Figure 1. Layout detail.
Region (63, 63) to (88, 88) um. Cells in gray, sequential cells in the stronger gray; small squares are vias.
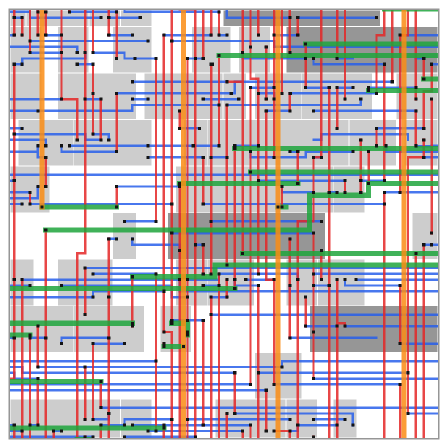
Figure 2. Placement density heat map.
Drawn at 2 px/um. The die is cut into 15 by 15 equal tiles; black is low, pale yellow is high, 0 to 100% covered.
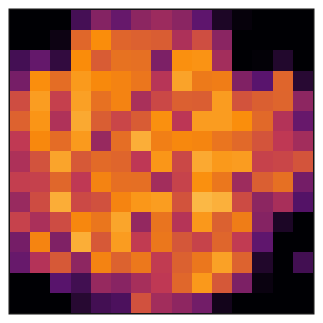
Figure 3. Clock network drawn from the DEF.
Drawn at 4 px/um.
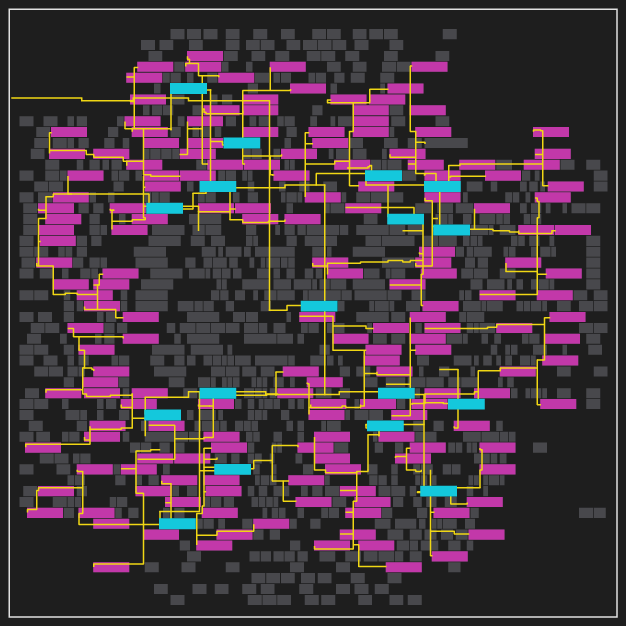
<file path="src/rtl/grover_iter_ctrl_if.sv">
// Control handshake, result and diffusion-block vector signals of grover_iter_ctrl.
interface grover_iter_ctrl_if #(
    parameter int unsigned WIDTH = 8
);
    logic                    start;
    logic [2:0]              target;
    logic [3:0]              iters;
    logic                    busy;
    logic                    done;
    logic [2:0]              result_idx;
    logic signed [WIDTH-1:0] result_amp;
    logic signed [WIDTH-1:0] dm_i0, dm_i1, dm_i2, dm_i3, dm_i4, dm_i5, dm_i6, dm_i7;
    logic signed [WIDTH-1:0] dm_o0, dm_o1, dm_o2, dm_o3, dm_o4, dm_o5, dm_o6, dm_o7;

    // Controller side: takes requests and diffusion results, drives status and vector
    modport master (
        input  start, target, iters,
        input  dm_o0, dm_o1, dm_o2, dm_o3, dm_o4, dm_o5, dm_o6, dm_o7,
        output busy, done, result_idx, result_amp,
        output dm_i0, dm_i1, dm_i2, dm_i3, dm_i4, dm_i5, dm_i6, dm_i7
    );

    // Environment side: issues requests and hosts the diffusion block
    modport slave (
        output start, target, iters,
        output dm_o0, dm_o1, dm_o2, dm_o3, dm_o4, dm_o5, dm_o6, dm_o7,
        input  busy, done, result_idx, result_amp,
        input  dm_i0, dm_i1, dm_i2, dm_i3, dm_i4, dm_i5, dm_i6, dm_i7
    );
endinterface

</file>
<file path="src/rtl/grover_iter_ctrl.sv">
// Grover iteration sequencer: uniform load, oracle sign flip, external diffusion
// round trip per iteration, then an ascending max scan over the 8 amplitudes.
module grover_iter_ctrl #(
    parameter int unsigned WIDTH  = 8,
    parameter int          A_INIT = 16,
    parameter int unsigned DM_LAT = 1
) (
    input  logic clk,
    input  logic rst,
    grover_iter_ctrl_if.master bus
);
    localparam int unsigned N      = 8;
    localparam int unsigned WAIT_W = 4;
    localparam logic signed [WIDTH-1:0] AMP_INIT = WIDTH'(A_INIT);
    localparam logic signed [WIDTH-1:0] SMIN     = {1'b1, {(WIDTH-1){1'b0}}};
    localparam logic signed [WIDTH-1:0] SMAX     = {1'b0, {(WIDTH-1){1'b1}}};
    localparam logic [WAIT_W-1:0]       WAIT_END = WAIT_W'(DM_LAT - 1);

    typedef enum logic [2:0] {
        IDLE, LOAD, ORACLE, DRIVE, CAPTURE, SCAN, DONE
    } state_t;

    state_t state, state_next;

    logic [2:0]              tgt;
    logic [3:0]              iters_q;
    logic [3:0]              iter_cnt;
    logic [3:0]              iter_next;
    logic [WAIT_W-1:0]       wait_cnt;
    logic [2:0]              scan_idx;
    logic [2:0]              best_idx;
    logic signed [WIDTH-1:0] best_amp;
    logic signed [WIDTH-1:0] amp      [N];
    logic signed [WIDTH-1:0] dm_i_q   [N];
    logic signed [WIDTH-1:0] dm_o     [N];
    logic signed [WIDTH-1:0] oracle_v [N];
    logic signed [WIDTH-1:0] scan_amp;
    logic                    take;
    logic [2:0]              sel_idx;
    logic signed [WIDTH-1:0] sel_amp;
    logic                    busy_q;
    logic                    done_q;
    logic [2:0]              result_idx_q;
    logic signed [WIDTH-1:0] result_amp_q;

    // Diffusion-block results gathered into an array
    always_comb begin
        dm_o[0] = bus.dm_o0;
        dm_o[1] = bus.dm_o1;
        dm_o[2] = bus.dm_o2;
        dm_o[3] = bus.dm_o3;
        dm_o[4] = bus.dm_o4;
        dm_o[5] = bus.dm_o5;
        dm_o[6] = bus.dm_o6;
        dm_o[7] = bus.dm_o7;
    end

    // Oracle vector: marked entry negated, the most negative value saturates
    always_comb begin
        for (int k = 0; k < N; k++) begin
            oracle_v[k] = amp[k];
        end
        oracle_v[tgt] = (amp[tgt] == SMIN) ? SMAX : -amp[tgt];
    end

    // Scan step: first entry seeds the best, later ones must be strictly greater
    always_comb begin
        scan_amp = amp[scan_idx];
        take     = (scan_idx == 3'd0) || (scan_amp > best_amp);
        sel_idx  = take ? scan_idx : best_idx;
        sel_amp  = take ? scan_amp : best_amp;
    end

    assign iter_next = iter_cnt + 4'd1;

    // State register
    always_ff @(posedge clk or posedge rst) begin
        if (rst) begin
            state <= IDLE;
        end else begin
            state <= state_next;
        end
    end

    // Next-state logic
    always_comb begin
        state_next = state;
        case (state)
            IDLE:    if (bus.start) state_next = LOAD;
            LOAD:    state_next = (iters_q == 4'd0) ? SCAN : ORACLE;
            ORACLE:  state_next = DRIVE;
            DRIVE:   if (wait_cnt == WAIT_END) state_next = CAPTURE;
            CAPTURE: state_next = (iter_next == iters_q) ? SCAN : ORACLE;
            SCAN:    if (scan_idx == 3'd7) state_next = DONE;
            DONE:    state_next = IDLE;
            default: state_next = IDLE;
        endcase
    end

    // Datapath and registered outputs
    always_ff @(posedge clk or posedge rst) begin
        if (rst) begin
            tgt          <= 3'd0;
            iters_q      <= 4'd0;
            iter_cnt     <= 4'd0;
            wait_cnt     <= '0;
            scan_idx     <= 3'd0;
            best_idx     <= 3'd0;
            best_amp     <= '0;
            busy_q       <= 1'b0;
            done_q       <= 1'b0;
            result_idx_q <= 3'd0;
            result_amp_q <= '0;
            for (int k = 0; k < N; k++) begin
                amp[k]    <= '0;
                dm_i_q[k] <= '0;
            end
        end else begin
            busy_q <= (state_next != IDLE);
            done_q <= (state_next == DONE);
            case (state)
                IDLE: begin
                    if (bus.start) begin
                        tgt      <= bus.target;
                        iters_q  <= bus.iters;
                        iter_cnt <= 4'd0;
                    end
                end
                LOAD: begin
                    for (int k = 0; k < N; k++) begin
                        amp[k] <= AMP_INIT;
                    end
                    scan_idx <= 3'd0;
                end
                ORACLE: begin
                    for (int k = 0; k < N; k++) begin
                        amp[k]    <= oracle_v[k];
                        dm_i_q[k] <= oracle_v[k];
                    end
                    wait_cnt <= '0;
                end
                DRIVE: begin
                    wait_cnt <= wait_cnt + WAIT_W'(1);
                end
                CAPTURE: begin
                    for (int k = 0; k < N; k++) begin
                        amp[k] <= dm_o[k];
                    end
                    iter_cnt <= iter_next;
                    scan_idx <= 3'd0;
                end
                SCAN: begin
                    scan_idx <= scan_idx + 3'd1;
                    best_idx <= sel_idx;
                    best_amp <= sel_amp;
                    if (scan_idx == 3'd7) begin
                        result_idx_q <= sel_idx;
                        result_amp_q <= sel_amp;
                    end
                end
                default: ;
            endcase
        end
    end

    assign bus.busy       = busy_q;
    assign bus.done       = done_q;
    assign bus.result_idx = result_idx_q;
    assign bus.result_amp = result_amp_q;
    assign bus.dm_i0      = dm_i_q[0];
    assign bus.dm_i1      = dm_i_q[1];
    assign bus.dm_i2      = dm_i_q[2];
    assign bus.dm_i3      = dm_i_q[3];
    assign bus.dm_i4      = dm_i_q[4];
    assign bus.dm_i5      = dm_i_q[5];
    assign bus.dm_i6      = dm_i_q[6];
    assign bus.dm_i7      = dm_i_q[7];
endmodule

</file>
<file path="src/flat_wrapper.sv">
// flat-port wrapper written by rule: the top's interface ports become plain ports
module grover_iter_ctrl_flat 
#(
    parameter int unsigned WIDTH  = 8,
    parameter int          A_INIT = 16,
    parameter int unsigned DM_LAT = 1
)
  (clk, rst, bus_start, bus_target, bus_iters, bus_dm_o0, bus_dm_o1, bus_dm_o2, bus_dm_o3, bus_dm_o4, bus_dm_o5, bus_dm_o6, bus_dm_o7, bus_busy, bus_done, bus_result_idx, bus_result_amp, bus_dm_i0, bus_dm_i1, bus_dm_i2, bus_dm_i3, bus_dm_i4, bus_dm_i5, bus_dm_i6, bus_dm_i7);
  grover_iter_ctrl_if #(.WIDTH(WIDTH)) bus_i ();
  input  logic clk;
  input  logic rst;
  input wire logic [$bits(bus_i.start)-1:0] bus_start;
  input wire logic [$bits(bus_i.target)-1:0] bus_target;
  input wire logic [$bits(bus_i.iters)-1:0] bus_iters;
  input wire logic [$bits(bus_i.dm_o0)-1:0] bus_dm_o0;
  input wire logic [$bits(bus_i.dm_o1)-1:0] bus_dm_o1;
  input wire logic [$bits(bus_i.dm_o2)-1:0] bus_dm_o2;
  input wire logic [$bits(bus_i.dm_o3)-1:0] bus_dm_o3;
  input wire logic [$bits(bus_i.dm_o4)-1:0] bus_dm_o4;
  input wire logic [$bits(bus_i.dm_o5)-1:0] bus_dm_o5;
  input wire logic [$bits(bus_i.dm_o6)-1:0] bus_dm_o6;
  input wire logic [$bits(bus_i.dm_o7)-1:0] bus_dm_o7;
  output wire logic [$bits(bus_i.busy)-1:0] bus_busy;
  output wire logic [$bits(bus_i.done)-1:0] bus_done;
  output wire logic [$bits(bus_i.result_idx)-1:0] bus_result_idx;
  output wire logic [$bits(bus_i.result_amp)-1:0] bus_result_amp;
  output wire logic [$bits(bus_i.dm_i0)-1:0] bus_dm_i0;
  output wire logic [$bits(bus_i.dm_i1)-1:0] bus_dm_i1;
  output wire logic [$bits(bus_i.dm_i2)-1:0] bus_dm_i2;
  output wire logic [$bits(bus_i.dm_i3)-1:0] bus_dm_i3;
  output wire logic [$bits(bus_i.dm_i4)-1:0] bus_dm_i4;
  output wire logic [$bits(bus_i.dm_i5)-1:0] bus_dm_i5;
  output wire logic [$bits(bus_i.dm_i6)-1:0] bus_dm_i6;
  output wire logic [$bits(bus_i.dm_i7)-1:0] bus_dm_i7;
  assign bus_i.start = bus_start;
  assign bus_i.target = bus_target;
  assign bus_i.iters = bus_iters;
  assign bus_i.dm_o0 = bus_dm_o0;
  assign bus_i.dm_o1 = bus_dm_o1;
  assign bus_i.dm_o2 = bus_dm_o2;
  assign bus_i.dm_o3 = bus_dm_o3;
  assign bus_i.dm_o4 = bus_dm_o4;
  assign bus_i.dm_o5 = bus_dm_o5;
  assign bus_i.dm_o6 = bus_dm_o6;
  assign bus_i.dm_o7 = bus_dm_o7;
  assign bus_busy = bus_i.busy;
  assign bus_done = bus_i.done;
  assign bus_result_idx = bus_i.result_idx;
  assign bus_result_amp = bus_i.result_amp;
  assign bus_dm_i0 = bus_i.dm_i0;
  assign bus_dm_i1 = bus_i.dm_i1;
  assign bus_dm_i2 = bus_i.dm_i2;
  assign bus_dm_i3 = bus_i.dm_i3;
  assign bus_dm_i4 = bus_i.dm_i4;
  assign bus_dm_i5 = bus_i.dm_i5;
  assign bus_dm_i6 = bus_i.dm_i6;
  assign bus_dm_i7 = bus_i.dm_i7;
  grover_iter_ctrl #(.WIDTH(WIDTH), .A_INIT(A_INIT), .DM_LAT(DM_LAT)) u_core (.clk(clk), .rst(rst), .bus(bus_i));
endmodule
</file>
<file path="config.mk">
export PLATFORM = sky130hd
export DESIGN_NAME = grover_iter_ctrl_flat
export DESIGN_NICKNAME = d
export VERILOG_FILES = /design/src/rtl/grover_iter_ctrl_if.sv /design/src/rtl/grover_iter_ctrl.sv /design/src/flat_wrapper.sv
export SDC_FILE = /design/constraint.sdc
export NUM_CORES = 1
export LEC_CHECK = 0
export ABC_CLOCK_PERIOD_IN_PS = 13850
export CAP_MARGIN = 20
export CORE_MARGIN = 2
export CORE_UTILIZATION = 41
export DETAILED_ROUTE_END_ITERATION = 12
export PLACE_DENSITY = 0.68
export SYNTH_ARGS = -nofsm -noshare
export SYNTH_HDL_FRONTEND = slang
export SYNTH_SLANG_ARGS = --single-unit
</file>
<file path="constraint.sdc">
create_clock -name clk -period 13.85 [get_ports clk]
set_clock_uncertainty 0.15 [all_clocks]
set_input_delay 2.77 -clock clk [delete_from_list [all_inputs] [get_ports clk]]
set_output_delay 2.77 -clock clk [all_outputs]
set_load 0.05 [all_outputs]
</file>
==> Changelog: implementation <==
### Changed

- Post-synth top flop: dfrtp_1
- Slew headroom: 0.3110
- GP Congestion: 0.9266
- Max layer used: met4
- First-pass GRT wire length: 42180 um
- Input/output buffers: roughly 150
- Crit path DRT: between 10 and 15 ns
- Sequential area share after synthesis: 0.4849
- Grt met3 use: 0.04102
- CTS root buf: clkbuf_16
- Antenna Cells: 0
- Die X-Extent: 151.6 um
- Met3 wire length: 1854 um
- Drt initial violations: roughly 740
- RSZ-0062 raised after global routing: false
- Cts bufs inserted: 17
- Fillers: 1903
- Met2 WL: 12750 um
- Max-area cell share: 0.4849
- Setup violations, final: 0
- CTS tree: built
- Post-synth EDFFs: 0
- # hold bufs at CTS: 0
- Postcts setup bufs: 0
- Synthesized cell area: 8927 um^2
- Max IR drop VDD: 121.0 uV
- Row cnt: ~53
- Init Core Util: 0.4207
- Wl on met1: 12100 um
- Via count: 7584
- CP max stage delay: 0.83 ns
- Leak Pwr: 0.004587 uW
- Crit path DAT: 1.68 ns
- Deepest clock path buffer count: 2
- Initial antenna violation count: 0
- Biggest area cells: dfrtp_1 (48%), a22oi_1 (7.6%), mux4_2 (6.8%), o21ai_0 (5.1%), mux2_2 (3.8%)
- DRC Markers: 0
- Final min period: 4.602 ns
- Stage-log warning count: 30
- Die area: 22970 um^2
- ANT nets after route: 0
- Ys Warns: 0
- Yosys stat chip area: 8927 um^2
- Clk slew on worst S/H paths: approximately 0.07 ns
- Cell taking the most area after synthesis: dfrtp_1
- TNS Setup: 0 ns
- Synthesized instance count: 821
- Grt peak-use layer: met2
- Syn Nets: 910
- Critical-path cell list: clkdlybuf4s50_1
- Number of gates resized after CTS: 0
- Layout cells sized above 1: 0.1154
- Max-slew violations: 0
- Crit Path Category: reg2out
- Detail Placement HPWL: ~19000 um
- Met1 global-route usage: 0.3564
- FFs w/ async S/R, synth: 1.000
- Result of the run: finished, final reports clean
- Worst r2r src: u_core.scan_idx[0]
- Worst hold path type: reg2reg
- Vias in the first global route: 7243
- CP startpoint: u_core.bus.dm_i5[1]
- Hold path start: u_core.bus.result_amp[1]
- Seq cells post-synth: 173
- Area delta synth->final: 25.47%
- Number of max-cap violations: 0
- Slowest-stage cell, CP: clkdlybuf4s50_1
- Avg Vias per Cell: approximately 6.2
- Distinct lib cells used: 53
- # Cells Yosys: between 800 and 900
- Largest net degree at the start of global routing: 102
- Detailed Route WL: between 20000 and 30000 um
- P per Cell Area: about 270 nW/um^2
- H-tree levels: 4
- Worst-Margin Slew: 1.033 ns
- Final number of hold-violating endpoints: 0
- DR WL/cell: around 22 um
- Die Y: 151.6 um
- Fin crit share: 0.3323
- Sink Count: 173
- Drt pass-1 iters: 6
- Congestion Overflow GR: 0
- Nets: 1029
- Max FO, Critical Path: 2
- GRT Util Overall: 0.2453
- Met2 Track Usage GR: 0.3704
- Syn Area/Cell: 10.87 um^2
- IO Pins: 151
- CP top delay family: buffers and inverters
- Buffer and inverter count on the worst path: 1
- CP Capture Type: primary output
- CP startpoint kind: flop
- Max Freq: approximately 220 MHz
## Picture notes: Figure 1
| color | layer |
|---|---|
| green | M3 |
| red | M2 |
| blue | M1 |
| orange | M4 |
sequential cells in the window: 3
most frequent: o21ai_0 (5), a22oi_1 (4)
cells with their middle in the window: 36

## Picture notes: Figure 2
densest ninth of the die: center
mean over tiles: 47%
tiles over 75% full: 15%
Final Util: 0.5278
Core Area: 21220 um^2

## Picture notes: Figure 3
[cyan] clock-net drivers | count: 17
[yellow] clock wires | length: 2140 um
[magenta] flip-flops | count: 173
routed clock nets: 18
flops lie: all over the die
Clk power: 491 uW
Latency at later pin: 0.44 ns
Clock power frac: 0.164

-- flip-flops by register name, summed over array words and instances, names as in the netlist, 4 cells and up --
register	count
u_core.wait_cnt	4
u_core.bus.dm_i4	8
u_core.iters_q	4
u_core.bus.dm_i5	8
u_core.bus.dm_i3	8
u_core.bus.dm_i6	8
u_core.bus.dm_i1	8
u_core.bus.dm_i2	8
u_core.bus.dm_i0	8
u_core.bus.result_amp	8
u_core.best_amp	8
u_core.bus.dm_i7	8
u_core.iter_cnt	4
u_core.amp	64
-- report_power, final --
part	total [uW]	switching, uW	internal, uW
combinational	1610	1030	576
sequential	892	208	684
clock	491	217	274
-- logic make-up (layout without fill, tap and decap cells) --
group	count (synthesis)	in the layout	share of synthesized area
AND-OR/OR-AND	324	324	0.2430
multiplexers	75	75	0.1261
AND/OR/NAND/NOR	144	144	0.07933
flip-flops	173	173	0.4849
adder cells (fa/ha/maj)	15	15	0.02102
XOR/XNOR	7	7	0.006868
buffers and inverters	83	215	0.03868
-- cell usage after synthesis (all sizes together), types with 14 or more instances --
| library cell | count |
|---|---|
| mux2 | 30 |
| o21ai | 103 |
| nand2 | 37 |
| a221o | 33 |
| inv | 22 |
| ha | 15 |
| a21oi | 54 |
| dfrtp | 173 |
| clkbuf | 47 |
| mux4 | 27 |
| nor2 | 41 |
| a22oi | 90 |
| buf | 14 |
| mux2i | 18 |
-- final timing paths --
path                                            end  slack [ns]  cells after the start
setup reg to reg                 u_core.best_idx[1]        9.39                     11
hold / removal             u_core.bus.result_amp[1]        0.33                      2
min in group asynchronous         u_core.iters_q[3]        2.76                      2
max in group asynchronous            u_core.amp[38]        9.35                      3
setup / recovery                       bus_dm_i5[1]        9.25                      1
hold reg to reg            u_core.bus.result_amp[1]        0.33                      2
-- layout make-up --
cell class	count	area (um^2)	share of cell area
sequential	173	4329	0.3865
multi-input combinational	565	4257	0.3800
timing repair buffer	161	1584	0.1414
clock buffer	18	439.2	0.03921
tap	275	344.1	0.03072
clock inverter	14	160.2	0.01430
inverter	22	87.58	0.007820
-- through the flow --
step,instances,hold slack [ns],cell area (um^2),power [uW],worst slack (ns)
CTS,1228,0.3337,11200,2977,9.230
global route,1228,0.3598,11200,3155,9.011
global placement,1195,0.3147,10590,2449,8.770
finish,1228,0.3304,11200,2989,9.248
detailed placement,1196,0.3180,10600,2480,8.758
floorplan,821,0.2942,8927,1963,6.242
-- cell usage in the layout, fill, tap and decap left out, types with 3 or more instances in the layout --
cell type,instances
a22o_1,5
or3_1,3
clkinvlp_4,5
nand3_1,8
and3_1,5
clkdlybuf4s50_1,150
mux4_2,27
a221o_1,33
a21oi_1,53
nor4_1,3
nand2b_1,5
o21ai_0,91
nor2b_1,10
nor2_1,41
o31ai_1,10
mux2i_1,18
nand2_1,36
a31oi_1,6
buf_4,11
xnor2_1,5
inv_6,3
and3b_1,3
nor3_1,12
and2_1,6
a22oi_1,90
o21ai_1,12
a211oi_1,9
ha_1,15
dfrtp_1,173
inv_1,21
clkbuf_16,17
mux2_2,30
Power is estimated from default activity; no workload was simulated.
